Wiring by layer:
The bar under the picture is 20 um long. Two of the layers only.
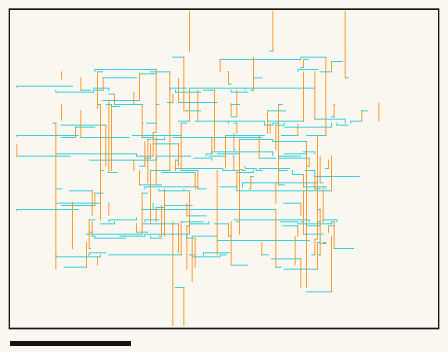
Metal 3:
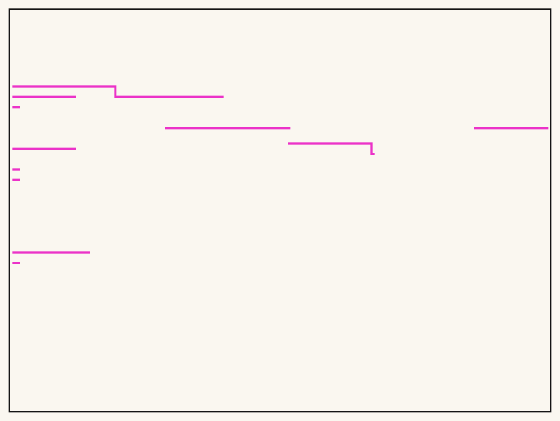
Met2 routing:
The bar under the picture is 20 um long.
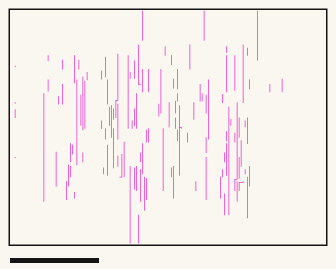
## src/rtl/usdr_pkg.sv

```systemverilog
// rtl/usdr_pkg.sv - shared types and constants for the serial deserializer path
//
// Purpose: FSM state type, bit-order encoding shared with the shift register's
//          serial-out side, and the bit-counter width helper.
// Ports:   none (package).
package usdr_pkg;

  typedef enum logic [0:0] {
    IDLE  = 1'b0,
    SHIFT = 1'b1
  } state_t;

  // Bit-order encoding: which end of the word the first serial bit belongs to.
  localparam bit MSB_FIRST_ORDER = 1'b1;
  localparam bit LSB_FIRST_ORDER = 1'b0;

  // Counter must represent 0..width inclusive.
  function automatic int count_width(input int width);
    return $clog2(width + 1);
  endfunction

endpackage

```

## src/rtl/serial_deserializer_if.sv

```systemverilog
// rtl/serial_deserializer_if.sv - serial-in / parallel-out handshake bundle
//
// Purpose: groups the serial input strobe, parallel valid/ready output and
//          status flags of the deserializer.
// Ports (signals):
//   s_in, s_valid, s_frame : serial bit, bit strobe, start-of-word marker
//   p_data, p_valid, p_ready : assembled word with valid/ready handshake
//   overrun, frame_err     : one-cycle status pulses
//   busy                   : word assembly in progress
// Modports: master = stimulus/consumer side, slave = deserializer side.
interface serial_deserializer_if #(
  parameter int WIDTH = 4
);

  logic             s_in;
  logic             s_valid;
  logic             s_frame;
  logic [WIDTH-1:0] p_data;
  logic             p_valid;
  logic             p_ready;
  logic             overrun;
  logic             frame_err;
  logic             busy;

  modport master (
    output s_in, s_valid, s_frame, p_ready,
    input  p_data, p_valid, overrun, frame_err, busy
  );

  modport slave (
    input  s_in, s_valid, s_frame, p_ready,
    output p_data, p_valid, overrun, frame_err, busy
  );

endinterface

```

## src/rtl/deser_shift_core.sv

```systemverilog
// rtl/deser_shift_core.sv - bit counter and shift register for word assembly
//
// Purpose: accumulates serial bits into a WIDTH-bit word and signals the
//          strobe that completes it.
// Ports:
//   i_clk    : clock, rising edge
//   clr      : synchronous active-high reset
//   shift_en : append s_in to the partial word
//   restart  : drop the partial word, s_in becomes bit 0 of a new word
//   s_in     : serial data bit
//   word     : completed word, valid in the cycle done is high
//   done     : high in the cycle whose strobe completes the word
module deser_shift_core import usdr_pkg::*; #(
  parameter int WIDTH     = 4,
  parameter bit MSB_FIRST = MSB_FIRST_ORDER
) (
  input  logic             i_clk,
  input  logic             clr,
  input  logic             shift_en,
  input  logic             restart,
  input  logic             s_in,
  output logic [WIDTH-1:0] word,
  output logic             done
);

  localparam int             CW   = count_width(WIDTH);
  localparam logic [CW-1:0]  LAST = CW'(WIDTH - 1);

  logic [CW-1:0]    count;
  logic [WIDTH-1:0] shift_reg;
  logic [WIDTH-1:0] shifted;
  logic [WIDTH-1:0] first_bit;

  // MSB-first shifts left so the first bit ends in the top position;
  // LSB-first shifts right so the first bit ends in position 0.
  if (MSB_FIRST == MSB_FIRST_ORDER) begin : g_msb
    assign shifted   = {shift_reg[WIDTH-2:0], s_in};
    assign first_bit = {{(WIDTH-1){1'b0}}, s_in};
  end else begin : g_lsb
    assign shifted   = {s_in, shift_reg[WIDTH-1:1]};
    assign first_bit = {s_in, {(WIDTH-1){1'b0}}};
  end

  // The completing bit never sits in shift_reg; the word is formed on the fly.
  assign word = shifted;
  assign done = shift_en && (count == LAST);

  always_ff @(posedge i_clk) begin
    if (clr) begin
      count     <= '0;
      shift_reg <= '0;
    end else if (restart) begin
      count     <= CW'(1);
      shift_reg <= first_bit;
    end else if (done) begin
      count     <= '0;
      shift_reg <= '0;
    end else if (shift_en) begin
      count     <= count + CW'(1);
      shift_reg <= shifted;
    end
  end

endmodule

```

## src/rtl/serial_deserializer.sv

```systemverilog
// rtl/serial_deserializer.sv - framed serial stream to WIDTH-bit word receiver
//
// Purpose: frames serial bits into words, holds each finished word in a
//          one-deep valid/ready register, flags dropped words and re-framing.
// Ports:
//   i_clk : clock, rising edge
//   clr   : synchronous active-high reset
//   bus   : serial_deserializer_if.slave (s_in/s_valid/s_frame in,
//           p_data/p_valid out with p_ready in, overrun/frame_err/busy out)
module serial_deserializer import usdr_pkg::*; #(
  parameter int WIDTH     = 4,
  parameter bit MSB_FIRST = MSB_FIRST_ORDER
) (
  input  logic                  i_clk,
  input  logic                  clr,
  serial_deserializer_if.slave  bus
);

  state_t           state_q;
  state_t           state_d;
  logic             shift_en;
  logic             restart;
  logic             frame_err_d;
  logic             done;
  logic [WIDTH-1:0] word;

  logic [WIDTH-1:0] p_data_q;
  logic             p_valid_q;
  logic             overrun_q;
  logic             frame_err_q;

  deser_shift_core #(
    .WIDTH     (WIDTH),
    .MSB_FIRST (MSB_FIRST)
  ) u_core (
    .i_clk    (i_clk),
    .clr      (clr),
    .shift_en (shift_en),
    .restart  (restart),
    .s_in     (bus.s_in),
    .word     (word),
    .done     (done)
  );

  always_ff @(posedge i_clk) begin
    if (clr) begin
      state_q <= IDLE;
    end else begin
      state_q <= state_d;
    end
  end

  always_comb begin
    state_d     = state_q;
    shift_en    = 1'b0;
    restart     = 1'b0;
    frame_err_d = 1'b0;
    case (state_q)
      IDLE: begin
        // Unframed strobes while idle are discarded.
        if (bus.s_valid && bus.s_frame) begin
          restart = 1'b1;
          state_d = SHIFT;
        end
      end
      SHIFT: begin
        if (bus.s_valid && bus.s_frame) begin
          restart     = 1'b1;
          frame_err_d = 1'b1;
        end else if (bus.s_valid) begin
          shift_en = 1'b1;
          if (done) begin
            state_d = IDLE;
          end
        end
      end
      default: state_d = IDLE;
    endcase
  end

  // A completing word is accepted when the register is empty or being drained
  // in the same cycle; otherwise it is dropped and the held word is untouched.
  always_ff @(posedge i_clk) begin
    if (clr) begin
      p_data_q    <= '0;
      p_valid_q   <= 1'b0;
      overrun_q   <= 1'b0;
      frame_err_q <= 1'b0;
    end else begin
      overrun_q   <= 1'b0;
      frame_err_q <= frame_err_d;
      if (done) begin
        if (!p_valid_q || bus.p_ready) begin
          p_data_q  <= word;
          p_valid_q <= 1'b1;
        end else begin
          overrun_q <= 1'b1;
        end
      end else if (p_valid_q && bus.p_ready) begin
        p_valid_q <= 1'b0;
      end
    end
  end

  assign bus.p_data    = p_data_q;
  assign bus.p_valid   = p_valid_q;
  assign bus.overrun   = overrun_q;
  assign bus.frame_err = frame_err_q;
  assign bus.busy      = (state_q == SHIFT);

endmodule

```

## src/flat_wrapper.sv

```systemverilog
// flat-port wrapper written by rule: the top's interface ports become plain ports
module serial_deserializer_flat import usdr_pkg::*;
#(
  parameter int WIDTH     = 4,
  parameter bit MSB_FIRST = MSB_FIRST_ORDER
)
  (i_clk, clr, bus_s_in, bus_s_valid, bus_s_frame, bus_p_ready, bus_p_data, bus_p_valid, bus_overrun, bus_frame_err, bus_busy);
  serial_deserializer_if #(.WIDTH(WIDTH)) bus_i ();
  input  logic i_clk;
  input  logic clr;
  input wire logic [$bits(bus_i.s_in)-1:0] bus_s_in;
  input wire logic [$bits(bus_i.s_valid)-1:0] bus_s_valid;
  input wire logic [$bits(bus_i.s_frame)-1:0] bus_s_frame;
  input wire logic [$bits(bus_i.p_ready)-1:0] bus_p_ready;
  output wire logic [$bits(bus_i.p_data)-1:0] bus_p_data;
  output wire logic [$bits(bus_i.p_valid)-1:0] bus_p_valid;
  output wire logic [$bits(bus_i.overrun)-1:0] bus_overrun;
  output wire logic [$bits(bus_i.frame_err)-1:0] bus_frame_err;
  output wire logic [$bits(bus_i.busy)-1:0] bus_busy;
  assign bus_i.s_in = bus_s_in;
  assign bus_i.s_valid = bus_s_valid;
  assign bus_i.s_frame = bus_s_frame;
  assign bus_i.p_ready = bus_p_ready;
  assign bus_p_data = bus_i.p_data;
  assign bus_p_valid = bus_i.p_valid;
  assign bus_overrun = bus_i.overrun;
  assign bus_frame_err = bus_i.frame_err;
  assign bus_busy = bus_i.busy;
  serial_deserializer #(.WIDTH(WIDTH), .MSB_FIRST(MSB_FIRST)) u_core (.i_clk(i_clk), .clr(clr), .bus(bus_i));
endmodule
```

## config.mk

```make
export PLATFORM = sky130hd
export DESIGN_NAME = serial_deserializer_flat
export DESIGN_NICKNAME = d
export VERILOG_FILES = /design/src/rtl/usdr_pkg.sv /design/src/rtl/serial_deserializer_if.sv /design/src/rtl/deser_shift_core.sv /design/src/rtl/serial_deserializer.sv /design/src/flat_wrapper.sv
export SDC_FILE = /design/constraint.sdc
export NUM_CORES = 1
export LEC_CHECK = 0
export ABC_AREA = 1
export CAP_MARGIN = 20
export CELL_PAD_IN_SITES_DETAIL_PLACEMENT = 1
export CELL_PAD_IN_SITES_GLOBAL_PLACEMENT = 2
export CORE_ASPECT_RATIO = 0.7
export CORE_MARGIN = 5
export CORE_UTILIZATION = 23
export DETAILED_ROUTE_END_ITERATION = 10
export HOLD_SLACK_MARGIN = 0.08
export PLACE_DENSITY_LB_ADDON = 0.1
export SLEW_MARGIN = 25
export SYNTH_ARGS = -nofsm -noshare
export SYNTH_HDL_FRONTEND = slang
export SYNTH_SLANG_ARGS = --single-unit
```

## constraint.sdc

```tcl
create_clock -name i_clk -period 1.31 [get_ports i_clk]
set_clock_uncertainty 0.15 [all_clocks]
set_input_delay 0.262 -clock i_clk [delete_from_list [all_inputs] [get_ports i_clk]]
set_output_delay 0.262 -clock i_clk [all_outputs]
set_load 0.01 [all_outputs]
```

==> impl_metrics.yaml <==
# synthesis and place-and-route metrics
status:
  outcome: "complete, but fails checks"
  failed_checks: "setup timing"
grt:
  antenna_violations_before_repair: 0
  grt_max_degree: 10
  via_count_of_the_first_global_routing_pass: 581
  gr-total-overflow: 0
clock_tree:
  cts_tree: "yes"
  cts_hold_repair.buffers: 0
  root_buffer_master: "sky130_fd_sc_hd__clkbuf_8"
  clk-insertion-delay-late_ns: 0.24
  htreeDepth: 1
  ctsLongestPathBuffers: 2
  num_cts_buffers: 3
final_timing:
  final.min_clock_period_ns: 1.32
  timing_worst_slew_pin_value_ns: 0.203
  achievable-frequency_mhz: 760
  hold_viol_final: 0
  fin_crit_sh: 1.00
  setup-violations-final: 2
  worst_slack_ns: -0.00568
synthesis:
  syn_nets: 85
  top_cells_by_area: "sky130_fd_sc_hd__dfxtp_1, sky130_fd_sc_hd__nand2_1, sky130_fd_sc_hd__inv_1"
  ys_seq_elements: 14
  synthArstFlopShare: 0
  synth-warning-count: 0
  seq_area_frac_synth: 0.472
  synth_cells: 77
  synth.largest_area_cell: "sky130_fd_sc_hd__dfxtp_1"
  avgSynthCellArea_um2: 7.72
  common_cells: "sky130_fd_sc_hd__nand2_1, sky130_fd_sc_hd__dfxtp_1, sky130_fd_sc_hd__inv_1"
  number_of_enable_flip_flop_cells: 0
  yosysTopAreaCellShare: 0.472
worst_setup_path:
  critical_path.startpoint_type: "flop"
  worst_setup_path_end_kind: "flop"
  reg2reg_to: "u_core.u_core.count[1]"
  critPathMaxFanout: 5
  critical_path.startpoint: "u_core.u_core.count[0]"
floorplan:
  die_w_um: 70.8
  initial_utilization: 0.242
  die_h_um: 52.5
  fp-row-count: 15
power_and_ir_drop:
  switchingPower_w: 0.000196
  share_clk_of_total_power: 0.398
  totalPowerFinal_w: 0.000877
  share_of_power_burned_in_combinational_logic: 0.099
  swShare: 0.223
place:
  placement.io_buffers: 13
  placement.setup.worst_slack_ns: -0.276
route:
  wirelength_mm: 1.45
  detail_route.drc_violations: 0
Back to the opening pictures, 'wiring by layer':
layer	colour	wire length
M2	orange	637 um
M1	cyan	719 um

Back to the opening pictures, 'metal 3':
longest straight run	16.1 um
share of all routed wire	6.6%

Back to the opening pictures, 'met2 routing':
wire length on this layer	637 um
share of all routed wire	44%
main direction	vertical

-- metal layers --
metal	global-route usage	wire (um)	vias to the layer above
met5	0	0	-
met4	0.0188	0	0
met3	0.0536	95	0
met2	0.142	636	13
met1	0.106	719	252
li1	-	-	303
-- power by group through the flow --
stage,clock network [W],logic (W),registers [W]
after detailed placement,0,0.0000877,0.000448
after global routing,0.000386,0.0000974,0.000442
after floorplan,0,0.0000321,0.000451
after CTS,0.000367,0.0000878,0.000440
after global placement,0,0.0000872,0.000448
final,0.000349,0.0000870,0.000441
-- repair_timing --
item | CTS | global route
gates resized | 17 | 2
gates cloned | 0 | 0
buffers inserted | 1 | 1
endpoints found under the setup margin | 19 | 8
pin swaps | 9 | 1
-- cell type report --
type | count | area (um2)
clock buffers | 3 | 41.3
fillers | 316 | 1520
inverters | 12 | 45.0
multi-input cells | 51 | 315
flip-flops and latches | 14 | 283
well taps | 34 | 42.5
repair buffers | 25 | 208
-- how the worst min path moves through the flow --
stage                                     startpoint                          to  slack (ns)  cells after the start
after detailed placement  u_core.u_core.shift_reg[2]  u_core.u_core.shift_reg[2]        0.32                      2
after floorplan                                  clr          u_core.bus.p_valid        0.18                      1
after CTS                       u_core.bus.p_data[2]        u_core.bus.p_data[2]        0.32                      2
after global routing          u_core.u_core.count[2]      u_core.u_core.count[2]        0.34                      2
after global placement        u_core.u_core.count[2]      u_core.u_core.count[2]        0.32                      2
final                           u_core.bus.p_data[1]        u_core.bus.p_data[1]        0.31                      2
-- cell usage in the layout, fill, tap and decap left out --
cell type and count:
sky130_fd_sc_hd__nand4_4 1, sky130_fd_sc_hd__a21oi_1 6, sky130_fd_sc_hd__nand4_1 4, sky130_fd_sc_hd__ha_4 2, sky130_fd_sc_hd__buf_4 12, sky130_fd_sc_hd__nor2_4 2
sky130_fd_sc_hd__o22ai_1 1, sky130_fd_sc_hd__a21oi_2 1, sky130_fd_sc_hd__nand2_2 1, sky130_fd_sc_hd__dfxtp_1 12, sky130_fd_sc_hd__nor3_1 1, sky130_fd_sc_hd__nand3_4 1
sky130_fd_sc_hd__dlygate4sd2_1 10, sky130_fd_sc_hd__nor3_2 1, sky130_fd_sc_hd__inv_1 12, sky130_fd_sc_hd__clkbuf_8 3, sky130_fd_sc_hd__dfxtp_2 2, sky130_fd_sc_hd__nand2_1 20
sky130_fd_sc_hd__clkdlybuf4s50_1 3, sky130_fd_sc_hd__nor2_1 10
-- critical path: stages, from the launching register on --
cell and delay, ns:
sky130_fd_sc_hd__dfxtp_2 0.34, sky130_fd_sc_hd__ha_4 0.16, sky130_fd_sc_hd__ha_4 0.16, sky130_fd_sc_hd__nand4_4 0.09, sky130_fd_sc_hd__buf_4 0.14, sky130_fd_sc_hd__nand3_4 0.08
sky130_fd_sc_hd__a21oi_1 0.12
-- kinds of logic (layout without fill, tap and decap cells) --
| family | count (synthesis) | in the layout | share of synthesized area |
|---|---|---|---|
| AND/OR/NAND/NOR | 41 | 41 | 0.341 |
| flip-flops | 14 | 14 | 0.472 |
| buffers and inverters | 12 | 40 | 0.0758 |
| AND-OR/OR-AND | 8 | 8 | 0.0695 |
| adder cells (fa/ha/maj) | 2 | 2 | 0.0421 |
Power and IR drop assume default switching activity.
